Figure 1. Zoomed window (run 1).
Region (117, 29) to (147, 59) µm. Cells in gray, sequential cells in the stronger gray; small squares are vias.
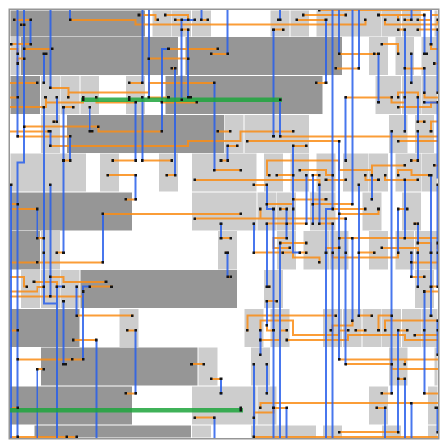
Figure 2. Sequential cells grouped by signal name (run 1).
Bar = 50 µm. Other sequential cells in the stronger gray, the rest of the logic in the fainter gray.
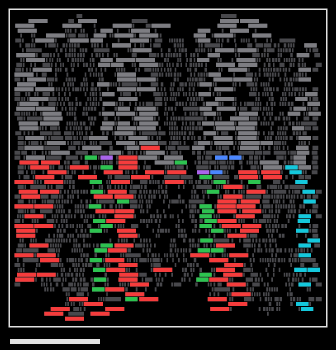
Figure 3. Clock network drawn from the DEF (run 1).
Bar = 50 µm.
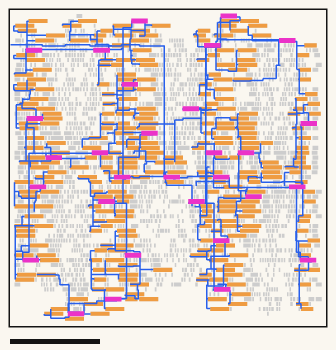
[src/rtl/cic_decim_comb.sv]
`default_nettype none
// ============================================================================
// Module   : cic_decim_comb
// Brief    : CIC decimator plus STAGES-deep comb cascade for an I/Q stream.
//            Optional output rounding register enabled by CIC_COMB_ROUND_EN.
// Revision : 1.0 - initial release
// ============================================================================
module cic_decim_comb #(
    parameter int WIDTH     = 16,
    parameter int OUT_WIDTH = 16,
    parameter int DECIM     = 8,
    parameter int DELAY     = 2,
    parameter int STAGES    = 3
) (
    input  logic                 i_clock,
    input  logic                 i_reset,
    input  logic [WIDTH-1:0]     i_inph_data,
    input  logic [WIDTH-1:0]     i_quad_data,
    input  logic                 i_valid,
    output logic [OUT_WIDTH-1:0] o_inph_data,
    output logic [OUT_WIDTH-1:0] o_quad_data,
    output logic                 o_valid
);

    localparam int              c_CW   = (DECIM > 1) ? $clog2(DECIM) : 1;
    localparam logic [c_CW-1:0] c_LAST = c_CW'(DECIM - 1);

    logic [c_CW-1:0] r_count;
    logic            w_keep;

    always_ff @(posedge i_clock) begin
        if (i_reset) begin
            r_count <= '0;
        end else if (i_valid) begin
            r_count <= (r_count == c_LAST) ? '0 : r_count + c_CW'(1);
        end
    end

    assign w_keep = i_valid && (r_count == '0);

    // Index k is the input of comb stage k; index STAGES is the final result.
    logic [WIDTH-1:0] w_x_i [STAGES+1];
    logic [WIDTH-1:0] w_x_q [STAGES+1];
    logic [STAGES:0]  w_v;

    assign w_x_i[0] = i_inph_data;
    assign w_x_q[0] = i_quad_data;
    assign w_v[0]   = w_keep;

    for (genvar k = 0; k < STAGES; k++) begin : g_stage
        logic [WIDTH-1:0] r_dly_i [DELAY];
        logic [WIDTH-1:0] r_dly_q [DELAY];
        logic [WIDTH-1:0] r_res_i;
        logic [WIDTH-1:0] r_res_q;
        logic             r_vld;

        always_ff @(posedge i_clock) begin
            if (i_reset) begin
                for (int j = 0; j < DELAY; j++) begin
                    r_dly_i[j] <= '0;
                    r_dly_q[j] <= '0;
                end
                r_res_i <= '0;
                r_res_q <= '0;
                r_vld   <= 1'b0;
            end else begin
                r_vld <= w_v[k];
                if (w_v[k]) begin
                    r_res_i    <= w_x_i[k] - r_dly_i[DELAY-1];
                    r_res_q    <= w_x_q[k] - r_dly_q[DELAY-1];
                    r_dly_i[0] <= w_x_i[k];
                    r_dly_q[0] <= w_x_q[k];
                    for (int j = 1; j < DELAY; j++) begin
                        r_dly_i[j] <= r_dly_i[j-1];
                        r_dly_q[j] <= r_dly_q[j-1];
                    end
                end
            end
        end

        assign w_x_i[k+1] = r_res_i;
        assign w_x_q[k+1] = r_res_q;
        assign w_v[k+1]   = r_vld;
    end

`ifdef CIC_COMB_ROUND_EN
    logic [WIDTH-1:0] w_rnd_i;
    logic [WIDTH-1:0] w_rnd_q;
    logic [WIDTH-1:0] r_out_i;
    logic [WIDTH-1:0] r_out_q;
    logic             r_out_v;

    if (OUT_WIDTH < WIDTH) begin : g_round
        localparam logic [WIDTH-1:0] c_HALF = WIDTH'(1) << (WIDTH - OUT_WIDTH - 1);
        assign w_rnd_i = w_x_i[STAGES] + c_HALF;
        assign w_rnd_q = w_x_q[STAGES] + c_HALF;
    end else begin : g_pass
        assign w_rnd_i = w_x_i[STAGES];
        assign w_rnd_q = w_x_q[STAGES];
    end

    always_ff @(posedge i_clock) begin
        if (i_reset) begin
            r_out_i <= '0;
            r_out_q <= '0;
            r_out_v <= 1'b0;
        end else begin
            r_out_v <= w_v[STAGES];
            if (w_v[STAGES]) begin
                r_out_i <= w_rnd_i;
                r_out_q <= w_rnd_q;
            end
        end
    end

    assign o_inph_data = r_out_i[WIDTH-1 -: OUT_WIDTH];
    assign o_quad_data = r_out_q[WIDTH-1 -: OUT_WIDTH];
    assign o_valid     = r_out_v;

    if (OUT_WIDTH < WIDTH) begin : g_lsb
        logic w_unused_lsb;
        assign w_unused_lsb = ^{r_out_i[WIDTH-OUT_WIDTH-1:0], r_out_q[WIDTH-OUT_WIDTH-1:0]};
    end
`else
    // The last comb register holds between strobes, so it drives the outputs directly.
    assign o_inph_data = w_x_i[STAGES][WIDTH-1 -: OUT_WIDTH];
    assign o_quad_data = w_x_q[STAGES][WIDTH-1 -: OUT_WIDTH];
    assign o_valid     = w_v[STAGES];

    if (OUT_WIDTH < WIDTH) begin : g_lsb
        logic w_unused_lsb;
        assign w_unused_lsb = ^{w_x_i[STAGES][WIDTH-OUT_WIDTH-1:0],
                                w_x_q[STAGES][WIDTH-OUT_WIDTH-1:0]};
    end
`endif

endmodule
`default_nettype wire

[config.mk]
export PLATFORM = sky130hd
export DESIGN_NAME = cic_decim_comb
export DESIGN_NICKNAME = d
export VERILOG_FILES = /design/src/rtl/cic_decim_comb.sv
export SDC_FILE = /design/constraint.sdc
export NUM_CORES = 1
export LEC_CHECK = 0
export ABC_AREA = 1
export CAP_MARGIN = 15
export CORE_MARGIN = 2
export CORE_UTILIZATION = 55
export DETAILED_ROUTE_END_ITERATION = 16
export PLACE_DENSITY = 0.76
export SETUP_SLACK_MARGIN = 0.02
export SLEW_MARGIN = 20
export SYNTH_ARGS = -nofsm -noshare
export SYNTH_HDL_FRONTEND = slang
export SYNTH_SLANG_ARGS = --single-unit
[constraint.sdc]
create_clock -name i_clock -period 2.75 [get_ports i_clock]
set_input_delay 0.55 -clock i_clock [delete_from_list [all_inputs] [get_ports i_clock]]
set_output_delay 0.55 -clock i_clock [all_outputs]
set_load 0.02 [all_outputs]
==> notes.md, run 1 <==
The flow ran to the end, and the final reports show no timing, DRC or antenna violations. In the final layout, the share of cells above drive strength 1 is 3.524%. In this run the tool buffered the top-level ports with 67 buffer cells. The worst path buffer plus inverter count was 1. STA classifies the critical path endpoint as an output pin.

The final max-slew violation count is 0. The tree built by TritonCTS fans out to 294 sinks. The stage delay of the slowest cell on the critical path was 0.61 ns.

The number of placed instances, taps included came out at 2576. The number of antenna violations at the first check in global routing was 0. The slowest stage of the critical path is the sky130_fd_sc_hd__clkdlybuf4s50_1 cell. The DRC violation total left in the routed layout is recorded as 0.

The most critical hold endpoint after final layout shows a slack of 0.4480 ns. The number of maximum-capacitance violations recorded for the run is 0. Counting the clock-network buffers in the layout gives 37.

The flow inserted 390 tap cells. The I/O pin total is 68, and the post-cts hold buffer count is 0. STA puts the critical path data arrival time at 1.50 ns.

Per the OpenROAD power report, switching power amounts to 3.267 mW. After detailed routing, the met3 layer carries 1237 µm of wire. The area recorded from the Yosys report for this design is 16290 µm².

The logs give 2274 for the post-synth net total and 63 for the row count. The clock root buffer master is sky130_fd_sc_hd__clkbuf_16. The netlist uses 28 different library cells. In the per-layer breakdown of the detailed-route log, met1 shows 14410 µm. The kind of cell with the highest combined delay along the critical path is buffers and inverters.

In this run the deepest clock path goes through 3 buffers. The tools report the slack of the worst reg-to-reg path as 0.79 ns. The tools report the final non-filler cell area as 18380 µm².

Summed over all nets, the half-perimeter wirelength after detailed placement is 22780 µm. The run gives 82 for the count of plain and timing-repair buffers. The tools report the hold path startpoint as o_inph_data[14]$_SDFFE_PP0P_.

The combinational power is 2.20 mW, and the total routing resource utilization after global routing is 20.33%. The clock network burns 35.2% of the power. The global routing report lists met3 layer usage as 2.283%. Multi-input logic cell count: 1284.
-- Figure 1 (at the start) --
Key: blue = M2; green = M3; orange = M1
Sequential cells in the window: 9. 79 logic cells have their middle in the window. Netlist names of flops here include g_stage.r_dly_q (9). Most frequent: inv_1 (25), nand2_1 (22), nor2_1 (10).

-- Figure 2 (at the start) --
Key: green = g_stage.r_res_q [flops 32]; blue = r_count [flops 3]; cyan = o_quad_data [flops 16]; red = g_stage.r_dly_q [flops 96]; purple = g_stage.r_vld [flops 2]
power of the sequential group: 5.16 mW
Final Core Density: 62.51%
sequential share of cell area: 42.48%
Register Area: 7807 µm²

-- Figure 3 (at the start) --
Key: blue = clock wires [length 3330 µm]; orange = flip-flops [count 294]; magenta = clock-net drivers [count 30]
Position of the flops: widely spread. There are 31 routed clock nets.
Clock group: 4.00 mW
insertion delay of the later-clocked pin in the worst-skew pair: 0.55 ns
Post-Route Skew: 0.008355 ns

==> run 1: layout by cell type, fill, tap and decap left out, types with 4 or more instances in the layout <==
| cell | n |
|---|---|
| sky130_fd_sc_hd__o21ai_0 | 50 |
| sky130_fd_sc_hd__clkbuf_16 | 33 |
| sky130_fd_sc_hd__clkdlybuf4s50_1 | 67 |
| sky130_fd_sc_hd__nand3_1 | 114 |
| sky130_fd_sc_hd__nand2_1 | 601 |
| sky130_fd_sc_hd__a21oi_1 | 73 |
| sky130_fd_sc_hd__dfxtp_1 | 102 |
| sky130_fd_sc_hd__ha_1 | 93 |
| sky130_fd_sc_hd__nand3b_1 | 10 |
| sky130_fd_sc_hd__edfxtp_1 | 192 |
| sky130_fd_sc_hd__xor2_1 | 8 |
| sky130_fd_sc_hd__fa_1 | 6 |
| sky130_fd_sc_hd__clkinv_2 | 6 |
| sky130_fd_sc_hd__o22ai_1 | 13 |
| sky130_fd_sc_hd__inv_1 | 520 |
| sky130_fd_sc_hd__nand4_1 | 8 |
| sky130_fd_sc_hd__buf_12 | 5 |
| sky130_fd_sc_hd__nor2_1 | 266 |
| sky130_fd_sc_hd__buf_4 | 10 |
| sky130_fd_sc_hd__inv_2 | 6 |
| sky130_fd_sc_hd__clkinv_4 | 4 |
| sky130_fd_sc_hd__nor3_1 | 19 |
| sky130_fd_sc_hd__o21ai_1 | 7 |
==> run 1: kinds of logic (layout without fill, tap and decap cells) <==
logic type | count (synthesis) | in the layout | share of synthesized area [%]
buf+inv | 562 | 664 | 13.63
flops | 294 | 294 | 47.93
fa+ha+maj | 99 | 99 | 7.881
compound gates | 150 | 150 | 4.847
simple gates | 1027 | 1027 | 25.29
xor+xnor | 8 | 8 | 0.4302
Figure 4. Cells by drive strength (run 1).
Bar = 50 µm.
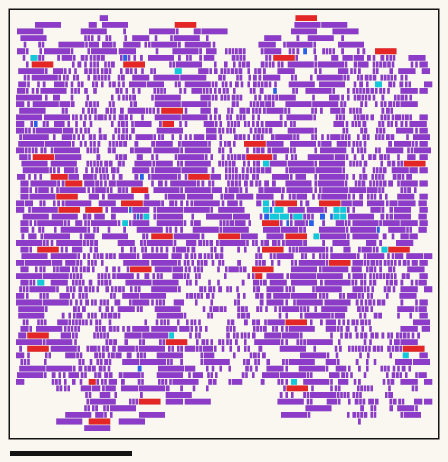

==> inputs of run 2 (changes only) <==
==> constraint.sdc (replaced) <==
create_clock -name i_clock -period 2 [get_ports i_clock]
set_input_delay 0.4 -clock i_clock [delete_from_list [all_inputs] [get_ports i_clock]]
set_output_delay 0.4 -clock i_clock [all_outputs]
set_load 0.02 [all_outputs]
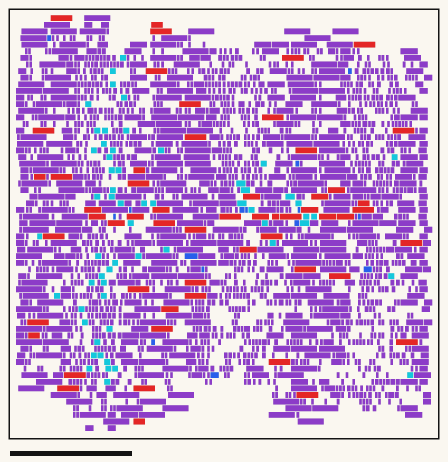
Figure 5: run 2, cells by drive strength.
Bar = 50 µm.
Key: red = x6 and larger [cells 55]; blue = x2 [cells 15]; cyan = x3 and x4 [cells 59]; purple = x1 and smaller [cells 2165]
total of plain and repair buffers excluding clock buffers: 132
total non-filler cell area in the finished layout: 18910 µm²
Synth-to-Final Area Change: 16.07%
worst path setup slack after routing: 0.1116 ns

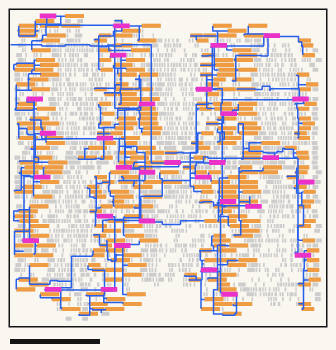
Figure 6: run 2, clock network drawn from the DEF.
Bar = 50 µm.
Key: blue = clock wires [length 3370 µm]; orange = flip-flops [count 294]; magenta = clock-net drivers [count 31]
Position of the flops: widely spread. There are 32 routed clock nets.
Clock group: 5.57 mW
Clk network pwr share: 35.0%
insertion delay of the later-clocked pin in the worst-skew pair: 0.56 ns
Post-Route Skew: 0.01860 ns

==> notes.md, run 2 <==
The flow ran to the end, and the final reports show no timing, DRC or antenna violations. The number of instances on the worst hold path is 1. Cell at the slowest stage of the critical path: sky130_fd_sc_hd__clkdlybuf4s50_1.

The unique cell type count in the Yosys netlist came out at 28. The pre-CTS setup check shows a worst slack of -0.3497 ns. The run gives 2274 as the post-synth net total. Counting only logic cells after layout, the most numerous master is sky130_fd_sc_hd__nand2_1.

The worst-case reg-to-reg setup slack stands at 0.17 ns. The timing-limited maximum frequency was 529.6 MHz; the half-perimeter wire length after placement was 23410 µm. On the critical path the largest part of the delay comes from buffers and inverters. The share of the yosys chip area belonging to registers is 47.93%.

Fraction of layout cells with a size suffix above 1: 5.623%. Per the gpl log, the routability congestion estimate is 0.8976. Per the cell usage report, the commonest logic cells after layout are 601 x sky130_fd_sc_hd__nand2_1, 519 x sky130_fd_sc_hd__inv_1, 266 x sky130_fd_sc_hd__nor2_1. For this design, the CTS-stage hold fixing added 0 buffers. The H-tree level count is 1.

The tools report the worst setup path startpoint as o_inph_data[15]$_SDFFE_PP0P_. According to the floorplan log, the row count is 63. Per the TritonCTS log, the buffer count is 31. The stage logs contain a warning count of 27. Post-route fraction of the period consumed by the critical path: 94.42%.

The run gives 0 as the number of antenna violations at the first check in global routing. Per the OpenROAD floorplan log, the area of the die is 31010 µm². The run gives 0 as the final max-slew violation count. For the worst reg-to-reg path, the endpoint reported by OpenROAD is o_inph_data[14]$_SDFFE_PP0P_.

The stage delay of the slowest cell on the critical path is 0.61 ns, and the post-synthesis sequential element count is 294. The I/O pin total was 68; the number of max-cap violations was 0. IR analysis of the VDD net gives a maximum drop of 0.6942 mV.

Per the placement report, the placed cell count is 2626. Worst path buffer plus inverter count: 1. The tools report the hold path startpoint as o_quad_data[4]$_SDFFE_PP0P_. Clock tree synthesis selected as its root buffer the cell sky130_fd_sc_hd__clkbuf_16. Overall power consumption after layout is estimated at 15.89 mW. Critical path endpoint category: an output pin.

The run gives 16290 µm² as the post-synth area from yosys stat. The die extent in x works out to 176.1 µm. Across all hold checks on the routed design, the worst slack comes to 0.4471 ns. During placement, the flow inserted port buffers numbering 67. Total routing resource utilization after global routing: 20.83%. The run gives 294 as the number of sinks on the clock net. The run gives 3 as the maximum number of buffers from clock root to sink. The data arrival time reported for the critical path is 1.49 ns. Per the detail_route report, DRC violations left total 0.
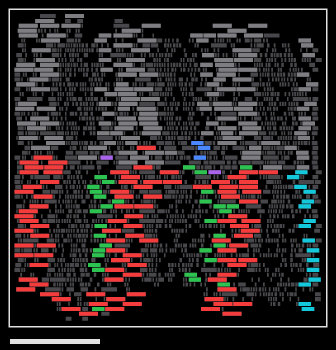
Figure 7: run 2, sequential cells grouped by signal name.
Bar = 50 µm. Other sequential cells in the stronger gray, the rest of the logic in the fainter gray.
Key: green = g_stage.r_res_q [flops 32]; red = g_stage.r_dly_q [flops 96]; blue = r_count [flops 3]; purple = g_stage.r_vld [flops 2]; cyan = o_quad_data [flops 16]
power of the sequential group: 7.10 mW
sequential share of cell area: 41.29%
Final Core Density: 64.30%

-- run 2: power breakdown --
group	internal [mW]	switching, mW
Sequential	6.90	0.203
Clock	3.30	2.26
Combinational	1.20	2.02
Total	11.4	4.49
-- run 2: routing by layer --
layer  wire [µm]  global-route usage, %
met5           0                      0
met4         655                  4.580
met3        1100                  2.562
met2       14770                  36.49
met1       14820                  27.76
-- run 2: area by class of cell --
| class | instances | area (µm²) |
|---|---|---|
| Fill cell | 2462 | 10500 |
| Tap cell | 390 | 488.0 |
| Clock buffer | 49 | 967.2 |
| Multi-Input combinational cell | 1284 | 6282 |
| Clock inverter | 9 | 50.05 |
| Timing Repair Buffer | 132 | 1334 |
| Inverter | 526 | 1978 |
| Sequential cell | 294 | 7807 |
-- run 2: how the worst max path moves through the flow --
stage | to | cells past startpoint
2_1_floorplan | g_stage[2].r_dly_i[0][0]$_SDFFCE_PN0P_ | 3
5_1_grt | g_stage[1].r_res_q[5]$_SDFFE_PP0P_ | 9
3_3_place_gp | g_stage[0].r_res_q[12]$_SDFFE_PP0P_ | 12
3_5_place_dp | g_stage[0].r_res_q[12]$_SDFFE_PP0P_ | 12
4_1_cts | g_stage[1].r_res_q[12]$_SDFFE_PP0P_ | 11
6_report | o_inph_data[15] | 1
-- run 2: cells by family (layout without fill, tap and decap cells) --
logic type | count (synthesis) | after routing | share of synthesized area [%]
simple gates | 1027 | 1027 | 25.29
compound gates | 150 | 150 | 4.847
fa+ha+maj | 99 | 99 | 7.881
flops | 294 | 294 | 47.93
buf+inv | 562 | 716 | 13.63
xor+xnor | 8 | 8 | 0.4302
-- run 2: what timing repair did --
action | in CTS | in global routing
gates resized | 0 | 4
setup buffers | 0 | 0
setup endpoints to repair | 0 | 9
Power is estimated from default activity; no workload was simulated.
